**src/rtl/hyperbus_wb_bridge_pkg.sv**
```systemverilog
// Shared definitions for the HyperBus Wishbone bridge: one-hot states, mask polarity,
// and the constant helpers used to size the beat datapath.
package hyperbus_pkg;

  localparam int ST_W = 6;

  localparam logic [ST_W-1:0] ST_IDLE  = 6'b000001;
  localparam logic [ST_W-1:0] ST_CMD   = 6'b000010;
  localparam logic [ST_W-1:0] ST_WDATA = 6'b000100;
  localparam logic [ST_W-1:0] ST_RDATA = 6'b001000;
  localparam logic [ST_W-1:0] ST_ACK   = 6'b010000;
  localparam logic [ST_W-1:0] ST_ERR   = 6'b100000;

  typedef enum logic [ST_W-1:0] {
    S_IDLE  = ST_IDLE,
    S_CMD   = ST_CMD,
    S_WDATA = ST_WDATA,
    S_RDATA = ST_RDATA,
    S_ACK   = ST_ACK,
    S_ERR   = ST_ERR
  } state_t;

  // Controller mask bit value that means "leave this byte untouched".
  localparam logic MASK_SKIP = 1'b1;

  function automatic int clog2(input int value);
    int result;
    result = 0;
    for (int i = 0; i < 31; i++) begin
      if ((1 << i) < value) result = i + 1;
    end
    return result;
  endfunction

  function automatic int beats(input int wb_width, input int hbus_width);
    return wb_width / hbus_width;
  endfunction

endpackage

```
**src/rtl/hyperbus_beat_serdes.sv**
```systemverilog
// Slices a latched Wishbone word into HyperBus write beats with byte masks, and
// assembles incoming read beats back into the Wishbone read-data register.
module hyperbus_beat_serdes
  import hyperbus_pkg::*;
#(
  parameter int WB_DATA_WIDTH   = 32,
  parameter int HBUS_DATA_WIDTH = 16,
  parameter int IDX_W           = 1
) (
  input  logic                         i_clk,
  input  logic                         i_rst,
  input  logic [WB_DATA_WIDTH-1:0]     i_wdata,
  input  logic [WB_DATA_WIDTH/8-1:0]   i_sel,
  input  logic [IDX_W-1:0]             i_idx,
  input  logic                         i_wr_active,
  input  logic                         i_rd_we,
  input  logic [HBUS_DATA_WIDTH-1:0]   i_rd_beat,
  output logic [HBUS_DATA_WIDTH-1:0]   o_beat,
  output logic [HBUS_DATA_WIDTH/8-1:0] o_mask,
  output logic [WB_DATA_WIDTH-1:0]     o_word
);

  localparam int BEATS    = beats(WB_DATA_WIDTH, HBUS_DATA_WIDTH);
  localparam int HB_BYTES = HBUS_DATA_WIDTH / 8;

  logic [HBUS_DATA_WIDTH-1:0] w_beat;
  logic [HB_BYTES-1:0]        w_sel;
  logic [WB_DATA_WIDTH-1:0]   r_word;

  always_comb begin
    w_beat = '0;
    w_sel  = '0;
    for (int b = 0; b < BEATS; b++) begin
      if (i_idx == IDX_W'(b)) begin
        w_beat = i_wdata[b*HBUS_DATA_WIDTH +: HBUS_DATA_WIDTH];
        w_sel  = i_sel[b*HB_BYTES +: HB_BYTES];
      end
    end
  end

  // Outside a write data phase the beat bus is parked at zero.
  assign o_beat = i_wr_active ? w_beat : '0;
  assign o_mask = i_wr_active ? (w_sel ^ {HB_BYTES{MASK_SKIP}}) : '0;

  always_ff @(posedge i_clk or posedge i_rst) begin
    if (i_rst) begin
      r_word <= '0;
    end else if (i_rd_we) begin
      for (int b = 0; b < BEATS; b++) begin
        if (i_idx == IDX_W'(b)) r_word[b*HBUS_DATA_WIDTH +: HBUS_DATA_WIDTH] <= i_rd_beat;
      end
    end
  end

  assign o_word = r_word;

endmodule

```
**src/rtl/hyperbus_wb_bridge.sv**
```systemverilog
// Wishbone B3 classic slave that issues one HyperBus command per word and moves it as
// little-endian beats. Define HYPERBUS_WB_TIMEOUT_EN to add the stuck-controller timeout.
module hyperbus_wb_bridge
  import hyperbus_pkg::*;
#(
  parameter int WB_DATA_WIDTH   = 32,
  parameter int WB_ADDR_WIDTH   = 32,
  parameter int HBUS_ADDR_WIDTH = 32,
  parameter int HBUS_DATA_WIDTH = 16,
  parameter int TIMEOUT_CYCLES  = 1024
) (
  input  logic                         wb_clk,
  input  logic                         wb_rst,
  input  logic [WB_ADDR_WIDTH-1:0]     wb_adr_i,
  input  logic [WB_DATA_WIDTH-1:0]     wb_dat_i,
  input  logic [WB_DATA_WIDTH/8-1:0]   wb_sel_i,
  input  logic                         wb_we_i,
  input  logic                         wb_cyc_i,
  input  logic                         wb_stb_i,
  input  logic [2:0]                   wb_cti_i,
  input  logic [1:0]                   wb_bte_i,
  output logic [WB_DATA_WIDTH-1:0]     wb_dat_o,
  output logic                         wb_ack_o,
  output logic                         wb_err_o,
  output logic                         wb_rty_o,
  output logic [HBUS_ADDR_WIDTH-1:0]   hbus_adr_o,
  output logic [7:0]                   hbus_len_o,
  output logic                         hbus_rrq,
  output logic                         hbus_wrq,
  input  logic                         hbus_ready,
  input  logic                         hbus_busy,
  output logic [HBUS_DATA_WIDTH-1:0]   hbus_dat_o,
  output logic [HBUS_DATA_WIDTH/8-1:0] hbus_mask_o,
  input  logic                         hbus_wnext,
  input  logic [HBUS_DATA_WIDTH-1:0]   hbus_dat_i,
  input  logic                         hbus_valid
);

  localparam int BEATS     = beats(WB_DATA_WIDTH, HBUS_DATA_WIDTH);
  localparam int IDX_W     = (BEATS > 1) ? clog2(BEATS) : 1;
  localparam int ADR_SHIFT = clog2(HBUS_DATA_WIDTH / 8);
  localparam logic [7:0]       LEN      = 8'(BEATS - 1);
  localparam logic [IDX_W-1:0] LAST_IDX = IDX_W'(BEATS - 1);

  state_t                       r_state, w_state_next;
  logic [WB_DATA_WIDTH-1:0]     r_wdat;
  logic [WB_DATA_WIDTH/8-1:0]   r_sel;
  logic                         r_we;
  logic [HBUS_ADDR_WIDTH-1:0]   r_hadr;
  logic [7:0]                   r_len;
  logic [IDX_W-1:0]             r_idx;
  logic                         w_req;
  logic                         w_accept;
  logic                         w_empty_write;
  logic                         w_timeout;

  assign w_req         = wb_cyc_i & wb_stb_i;
  assign w_accept      = (r_state == S_IDLE) & w_req & ~hbus_busy;
  assign w_empty_write = wb_we_i & (wb_sel_i == '0);

`ifdef HYPERBUS_WB_TIMEOUT_EN
  localparam int TO_W = clog2(TIMEOUT_CYCLES + 1);

  logic [TO_W-1:0] r_to_cnt;
  logic            w_active;
  logic            w_progress;

  assign w_active   = (r_state == S_CMD) | (r_state == S_WDATA) | (r_state == S_RDATA);
  assign w_progress = hbus_ready | hbus_wnext | hbus_valid;

  always_ff @(posedge wb_clk or posedge wb_rst) begin
    if (wb_rst) begin
      r_to_cnt <= '0;
    end else if ((w_accept & ~w_empty_write) | w_progress) begin
      r_to_cnt <= '0;
    end else if (w_active) begin
      r_to_cnt <= r_to_cnt + 1'b1;
    end
  end

  // Fires on the edge where the count would reach TIMEOUT_CYCLES.
  assign w_timeout = w_active & ~w_progress & (r_to_cnt == TO_W'(TIMEOUT_CYCLES - 1));

  logic w_unused;
  assign w_unused = ^{wb_cti_i, wb_bte_i};
`else
  assign w_timeout = 1'b0;

  logic w_unused;
  assign w_unused = ^{wb_cti_i, wb_bte_i, TIMEOUT_CYCLES[0]};
`endif

  always_ff @(posedge wb_clk or posedge wb_rst) begin
    if (wb_rst) r_state <= S_IDLE;
    else        r_state <= w_state_next;
  end

  always_comb begin
    w_state_next = r_state;
    case (r_state)
      S_IDLE:  if (w_accept) w_state_next = w_empty_write ? S_ACK : S_CMD;
      S_CMD: begin
        if (w_timeout)       w_state_next = S_ERR;
        else if (hbus_ready) w_state_next = r_we ? S_WDATA : S_RDATA;
      end
      S_WDATA: begin
        if (w_timeout)                             w_state_next = S_ERR;
        else if (hbus_wnext && r_idx == LAST_IDX) w_state_next = S_ACK;
      end
      S_RDATA: begin
        if (w_timeout)                             w_state_next = S_ERR;
        else if (hbus_valid && r_idx == LAST_IDX) w_state_next = S_ACK;
      end
      S_ACK:   w_state_next = S_IDLE;
      S_ERR:   w_state_next = S_IDLE;
      default: w_state_next = S_IDLE;
    endcase
  end

  always_ff @(posedge wb_clk or posedge wb_rst) begin
    if (wb_rst) begin
      r_wdat <= '0;
      r_sel  <= '0;
      r_we   <= 1'b0;
      r_hadr <= '0;
      r_len  <= '0;
    end else if (w_accept) begin
      r_wdat <= wb_dat_i;
      r_sel  <= wb_sel_i;
      r_we   <= wb_we_i;
      r_hadr <= HBUS_ADDR_WIDTH'(wb_adr_i >> ADR_SHIFT);
      r_len  <= LEN;
    end
  end

  always_ff @(posedge wb_clk or posedge wb_rst) begin
    if (wb_rst) begin
      r_idx <= '0;
    end else begin
      case (r_state)
        S_CMD:   r_idx <= '0;
        S_WDATA: if (hbus_wnext) r_idx <= r_idx + 1'b1;
        S_RDATA: if (hbus_valid) r_idx <= r_idx + 1'b1;
        default: r_idx <= '0;
      endcase
    end
  end

  hyperbus_beat_serdes #(
    .WB_DATA_WIDTH   (WB_DATA_WIDTH),
    .HBUS_DATA_WIDTH (HBUS_DATA_WIDTH),
    .IDX_W           (IDX_W)
  ) u_serdes (
    .i_clk       (wb_clk),
    .i_rst       (wb_rst),
    .i_wdata     (r_wdat),
    .i_sel       (r_sel),
    .i_idx       (r_idx),
    .i_wr_active (r_state == S_WDATA),
    .i_rd_we     ((r_state == S_RDATA) & hbus_valid),
    .i_rd_beat   (hbus_dat_i),
    .o_beat      (hbus_dat_o),
    .o_mask      (hbus_mask_o),
    .o_word      (wb_dat_o)
  );

  // A master that abandoned the cycle still lets the burst finish but gets no response.
  assign wb_ack_o   = (r_state == S_ACK) & w_req;
  assign wb_err_o   = (r_state == S_ERR) & w_req;
  assign wb_rty_o   = 1'b0;
  assign hbus_rrq   = (r_state == S_CMD) & ~r_we;
  assign hbus_wrq   = (r_state == S_CMD) & r_we;
  assign hbus_adr_o = r_hadr;
  assign hbus_len_o = r_len;

endmodule

```
**config.mk**
```make
export PLATFORM = sky130hd
export DESIGN_NAME = hyperbus_wb_bridge
export DESIGN_NICKNAME = d
export VERILOG_FILES = /design/src/rtl/hyperbus_wb_bridge_pkg.sv /design/src/rtl/hyperbus_beat_serdes.sv /design/src/rtl/hyperbus_wb_bridge.sv
export SDC_FILE = /design/constraint.sdc
export NUM_CORES = 1
export LEC_CHECK = 0
export CAP_MARGIN = 5
export CORE_ASPECT_RATIO = 1.1
export CORE_UTILIZATION = 44
export DETAILED_ROUTE_END_ITERATION = 6
export GPL_TIMING_DRIVEN = 0
export PLACE_DENSITY = 0.91
export SKIP_LAST_GASP = 1
export SYNTH_ARGS = -nofsm -noshare
export SYNTH_HDL_FRONTEND = slang
export SYNTH_SLANG_ARGS = --single-unit
```
**constraint.sdc**
```tcl
create_clock -name wb_clk -period 4.7 [get_ports wb_clk]
set_input_delay 0.94 -clock wb_clk [delete_from_list [all_inputs] [get_ports wb_clk]]
set_output_delay 0.94 -clock wb_clk [all_outputs]
set_load 0.1 [all_outputs]
```
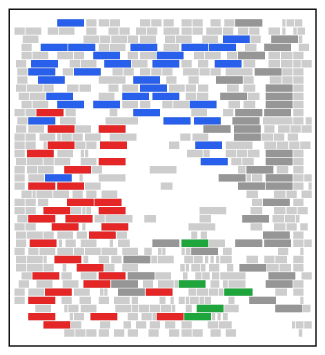
Run 1: sequential cells grouped by signal name
(3 px per um) Other sequential cells in the stronger grey, the rest of the logic in the fainter grey.
Key: r_wdat = red [sequential cells 32]; hbus_adr_o = blue [sequential cells 31]; r_state = green [sequential cells 5, where bottom middle]
Seq. cell area: 2679 um^2
Power Sequential: 1.17 mW
final core utilization: 67.55%
Seq/total area: 37.63%

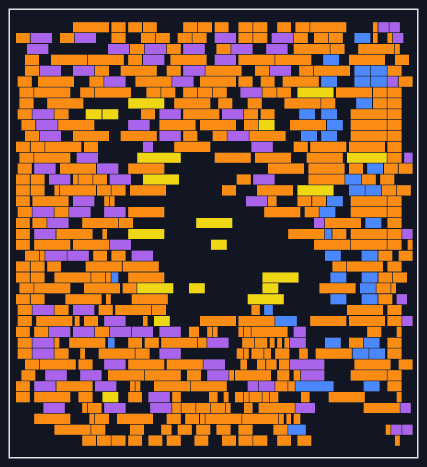
Run 1: drive-strength map
(4 px per um)
Key: x2 = blue [cells 39]; x6 and larger = yellow [cells 19]; x1 and smaller = orange [cells 368]; x3 and x4 = purple [cells 88]
post-route cell area: 7119 um^2
Non-CTS buffers: 200
Area Overhead vs Synth: 47.79%

==> impl_metrics.env, run 1 <==
# yosys + openroad results
export IMPL_finalHoldWorstSlack_ns=0.4780
export IMPL_leakage_nw=3.305
export IMPL_syn_area_um2=4817
export IMPL_nClkBuffers=9
export IMPL_core_area_um2=10540
export IMPL_post_dp_hpwl_um=8005
export IMPL_ir_worst_vdd_mv=0.3653
export IMPL_r2r_end="u_serdes.o_word[18]$_DFFE_PP0P_"
export IMPL_layout_top_cell="clkdlybuf4s50_1"
export IMPL_num_tap_cells=143
export IMPL_clockBufferDepth=2
export IMPL_final_setup_tns_ns=0
export IMPL_drtIter0Drc=75
export IMPL_seqPwrFrac_pct=38.5
export IMPL_path_clk_slew_ns=0.07
export IMPL_worstRegToRegCells=5
export IMPL_p_sw_mw=1.135
export IMPL_clockPowerShare_pct=24.5
export IMPL_relSlewSlack_pct=33.16
export IMPL_numCtsBuffers=9
export IMPL_cpPeakStageDelay_ns=1.16
export IMPL_avgViaCountPerCell=4.785
export IMPL_finalWorstSetupSlack_ns=0.4848
export IMPL_io_pins=193
export IMPL_endpoint="hbus_dat_o[9]"
export IMPL_drc=0
export IMPL_wl_per_cell_um=16.25
export IMPL_bufAreaShareNonClock_pct=27.68
export IMPL_comb_cells=189
export IMPL_ant_nets=0
export IMPL_topCellsByArea="dfrtp_1, mux2_4, mux2_2, mux2i_1, buf_4"
export IMPL_yosys_warnings=0
export IMPL_crit_required_ns=3.76
export IMPL_nets=608
export IMPL_cts_resized=0
export IMPL_crit_family="buffers and inverters"
export IMPL_dpl_instance_area_um2=6828
export IMPL_fp_utilization_pct=45.70
export IMPL_rows=39
export IMPL_clock_skew_ns=0.005697
export IMPL_outcome="completed"
export IMPL_dr_pass1_iters=4
export IMPL_diodes=0
export IMPL_grt_util_all_layers_pct=19.84
export IMPL_cts_root_buf="clkbuf_16"
export IMPL_die_h_um=111.7
export IMPL_top_area_cell="dfrtp_1"
export IMPL_htree_levels=3
export IMPL_syn_inst=313
export IMPL_stdcell_count=657
export IMPL_min_from="hbus_len_o[0]$_DFFE_PP0P_"
export IMPL_clkLatencyLatePin_ns=0.33
export IMPL_place_congestion=0.7650
export IMPL_hp_class="register to register"
export IMPL_p_sw_share_pct=37.46
export IMPL_hold_depth=1
export IMPL_ys_seq_share_pct=55.61
export IMPL_synth_edff_count=0
export IMPL_p_int_mw=1.896
export IMPL_fillers=771
export IMPL_tool_warnings=32
export IMPL_hold_viol_final=0
export IMPL_critPathArrivalTime_ns=3.28
export IMPL_grt_pass1_wl_um=17420
export IMPL_largest_cell_class="flip-flops and latches"
export IMPL_die_w_um=101.8
export IMPL_top_area_share_pct=55.06
export IMPL_path_cells="nor3_4 -> nand2_1 -> clkbuf_1 -> nor2_1 -> clkdlybuf4s50_1"
export IMPL_p_comb_mw=1.12
export IMPL_grt_start_max_net_pins=60
export IMPL_yosys_cells=313
export IMPL_min_to="hbus_len_o[0]$_DFFE_PP0P_"
export IMPL_power_mw=3.031
export IMPL_drive_above_1_share_pct=28.40
export IMPL_sequential_cell_total=107
export IMPL_finalCriticalPeriod_ns=4.215
export IMPL_max_cap_violations=0
export IMPL_mostFrequentLayoutCells="clkdlybuf4s50_1, dfrtp_1, mux2_4"
export IMPL_worst_slew_pin_slew_ns=0.9995
export IMPL_clock_area_share_pct=4.095
export IMPL_dp_cells=642
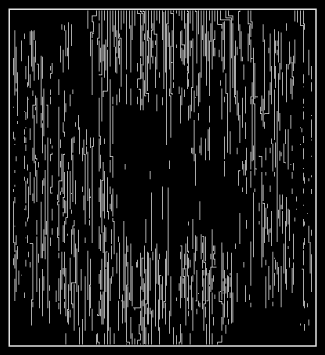
Run 1: the metal 2 layer
(3 px per um)
The layer holds 52% of the routed length. 562 nets have wire on it.
final wirelength: 10,680 um
M2 GR Usage: 34.55%
DR vias: 3,144

run 1: cell families (layout without fill, tap and decap cells):
| family | Yosys count | after routing | share of synthesized area [%] |
|---|---|---|---|
| multiplexers | 116 | 116 | 32.00 |
| XOR/XNOR | 2 | 2 | 0.3637 |
| AND-OR/OR-AND | 12 | 12 | 1.740 |
| other | 1 | 10 | 0.07785 |
| flip-flops | 107 | 107 | 55.61 |
| buffers and inverters | 26 | 218 | 4.000 |
| AND/OR/NAND/NOR | 49 | 49 | 6.208 |
run 1: metal layers:
layer	vias to the layer above	wire length (um)	track usage [%]
li1	1468	-	-
met2	121	5515	34.55
met4	0	158	7.440
met5	-	0	0
met3	11	658	4.331
met1	1544	4348	23.68
==> inputs of run 2 (changes only) <==
==> constraint.sdc (replaced) <==
create_clock -name wb_clk -period 4.61 [get_ports wb_clk]
set_input_delay 0.922 -clock wb_clk [delete_from_list [all_inputs] [get_ports wb_clk]]
set_output_delay 0.922 -clock wb_clk [all_outputs]
set_load 0.1 [all_outputs]
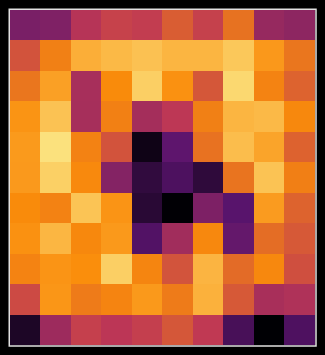
Run 2: placement density heat map
(3 px per um) 10 x 11 tiles, from black (low) to pale yellow (high), 0 to 100% covered.
32% of the tiles are over 75% full. The emptiest ninth of the die: middle. 1.8% of the tiles are nearly empty. The fullest tile reaches 94%. The densest ninth of the die: left middle.

==> run 2 against run 1 <==
Compared with the run above: first-iteration DRC count unchanged; global-route usage is the same; clock skew did not move; sequential power hardly changed; clock-buffer cell count unchanged; setup slack worse by 0.072 ns; non-clock buffer count is the same; die size stayed put; register-to-register slack got worse by 0.09 ns; wire length unchanged.
==> impl_metrics.env, run 2 <==
# yosys + openroad results
export IMPL_outcome="completed"
export IMPL_endpoint="hbus_dat_o[9]"
export IMPL_grt_util_all_layers_pct=19.84
export IMPL_p_clk_mw=0.756
export IMPL_ir_worst_vdd_mv=0.3724
export IMPL_diodes=0
export IMPL_avgViaCountPerCell=4.785
export IMPL_seqCellArea_um2=2679
export IMPL_comb_cell_share_pct=27.89
export IMPL_clockBufferDepth=2
export IMPL_fp_utilization_pct=45.70
export IMPL_io_pins=193
export IMPL_dp_cells=642
export IMPL_topCellsByArea="dfrtp_1, mux2_4, mux2_2, mux2i_1, buf_4"
export IMPL_ys_seq_share_pct=55.61
export IMPL_clock_area_share_pct=4.095
export IMPL_numCtsBuffers=9
export IMPL_hold_depth=1
export IMPL_min_to="hbus_len_o[0]$_DFFE_PP0P_"
export IMPL_final_setup_tns_ns=0
export IMPL_utilization_pct=67.55
export IMPL_finalHoldWorstSlack_ns=0.4780
export IMPL_yosys_cells=313
export IMPL_rows=39
export IMPL_gr_usage_met3_pct=4.331
export IMPL_p_sw_share_pct=37.46
export IMPL_r2r_end="u_serdes.o_word[18]$_DFFE_PP0P_"
export IMPL_nets=608
export IMPL_top_layer="met4"
export IMPL_nClkBuffers=9
export IMPL_top_area_share_pct=55.06
export IMPL_critPathArrivalTime_ns=3.28
export IMPL_routed_wl_um=10680
export IMPL_seq_share_pct=37.63
export IMPL_synth_top_cell_by_count="dfrtp_1"
export IMPL_ant_nets=0
export IMPL_route_met2_wl_um=5515
export IMPL_drc=0
export IMPL_clockPowerShare_pct=24.5
export IMPL_cts_resized=0
export IMPL_post_dp_hpwl_um=8005
export IMPL_sequential_cell_total=107
export IMPL_numPortBuffers=176
export IMPL_finalWorstSetupSlack_ns=0.4128
export IMPL_powerDensity_nw_per_um2=434.1
export IMPL_endpoint_kind="output port"
export IMPL_cts_root_buf="clkbuf_16"
export IMPL_p_comb_mw=1.15
export IMPL_die_h_um=111.7
export IMPL_final_area_um2=7119
export IMPL_hp_class="register to register"
export IMPL_power_mw=3.090
export IMPL_grt_use_met1_pct=23.68
export IMPL_num_vias=3144
export IMPL_grt_pass1_wl_um=17420
export IMPL_critPathLaunchType="register"
export IMPL_worst_slew_pin_slew_ns=0.9995
export IMPL_comb_cells=189
export IMPL_cts_tree="yes"
export IMPL_combinationalPowerShare_pct=37.1
export IMPL_syn_to_final_growth_pct=47.79
export IMPL_dr_pass1_iters=4
export IMPL_top_area_cell="dfrtp_1"
export IMPL_fillers=771
export IMPL_largest_cell_class="flip-flops and latches"
export IMPL_bufAreaShareNonClock_pct=27.68
export IMPL_finalSetupViolations=0
export IMPL_htree_levels=3
export IMPL_max_cap_violations=0
export IMPL_crit_required_ns=3.69
export IMPL_die_area_um2=11370
export IMPL_relSlewSlack_pct=33.16
export IMPL_dpl_instance_area_um2=6828
export IMPL_drt_met1_wl_um=4348
export IMPL_worstRegToRegCells=5
export IMPL_tool_warnings=32
export IMPL_seqPwrFrac_pct=38.5
export IMPL_crit_fanout=10
export IMPL_mostFrequentLayoutCells="clkdlybuf4s50_1, dfrtp_1, mux2_4"
export IMPL_min_from="hbus_len_o[0]$_DFFE_PP0P_"
export IMPL_synth_seq_cells=107
export IMPL_drive_above_1_share_pct=28.40
export IMPL_stdcell_count=657
export IMPL_p_int_mw=1.933
export IMPL_finalCriticalPeriod_ns=4.197
export IMPL_drtIter0Drc=75
export IMPL_busiest_layer="met2"
export IMPL_clock_skew_ns=0.005697
export IMPL_antenna_found_initial=0
export IMPL_die_w_um=101.8
export IMPL_p_sw_mw=1.158
export IMPL_r2r_start="r_state[1]$_DFFE_PP0P_"
export IMPL_syn_area_um2=4817
export IMPL_power_group_top="sequential cells"
export IMPL_core_area_um2=10540
export IMPL_place_congestion=0.7650
export IMPL_buffers=200
export IMPL_layout_top_cell="clkdlybuf4s50_1"
export IMPL_use_met2_pct=34.55
export IMPL_cts_hold_buf=0
export IMPL_leakage_nw=3.305
export IMPL_hold_viol_final=0
export IMPL_yosys_warnings=0
export IMPL_grt_pass1_vias=3521
export IMPL_dr_wl_met3_um=658
export IMPL_syn_inst=313
export IMPL_powerSeq_mw=1.19
export IMPL_wl_per_cell_um=16.25
export IMPL_synth_edff_count=0
export IMPL_num_tap_cells=143
export IMPL_clkLatencyLatePin_ns=0.33
export IMPL_path_clk_slew_ns=0.07
export IMPL_grt_start_max_net_pins=60
[run 2: cell counts in the layout (fill, tap and decap cells not counted)]
Identical to the previous run, type by type.
[run 2: critical path, stage by stage (launching register included)]
cell             delay, ns
dfrtp_1               0.49
nor3_4                0.38
nand2_1               0.35
clkbuf_1              0.34
nor2_1                0.22
clkdlybuf4s50_1       1.16
[run 2: cells by family (layout without fill, tap and decap cells)]
group / after synthesis / after routing / synth area share, %
multiplexers: 116 / 116 / 32.00
flip-flops: 107 / 107 / 55.61
AND/OR/NAND/NOR: 49 / 49 / 6.208
buffers and inverters: 26 / 218 / 4.000
AND-OR/OR-AND: 12 / 12 / 1.740
XOR/XNOR: 2 / 2 / 0.3637
other: 1 / 10 / 0.07785
Power and IR drop assume default switching activity.
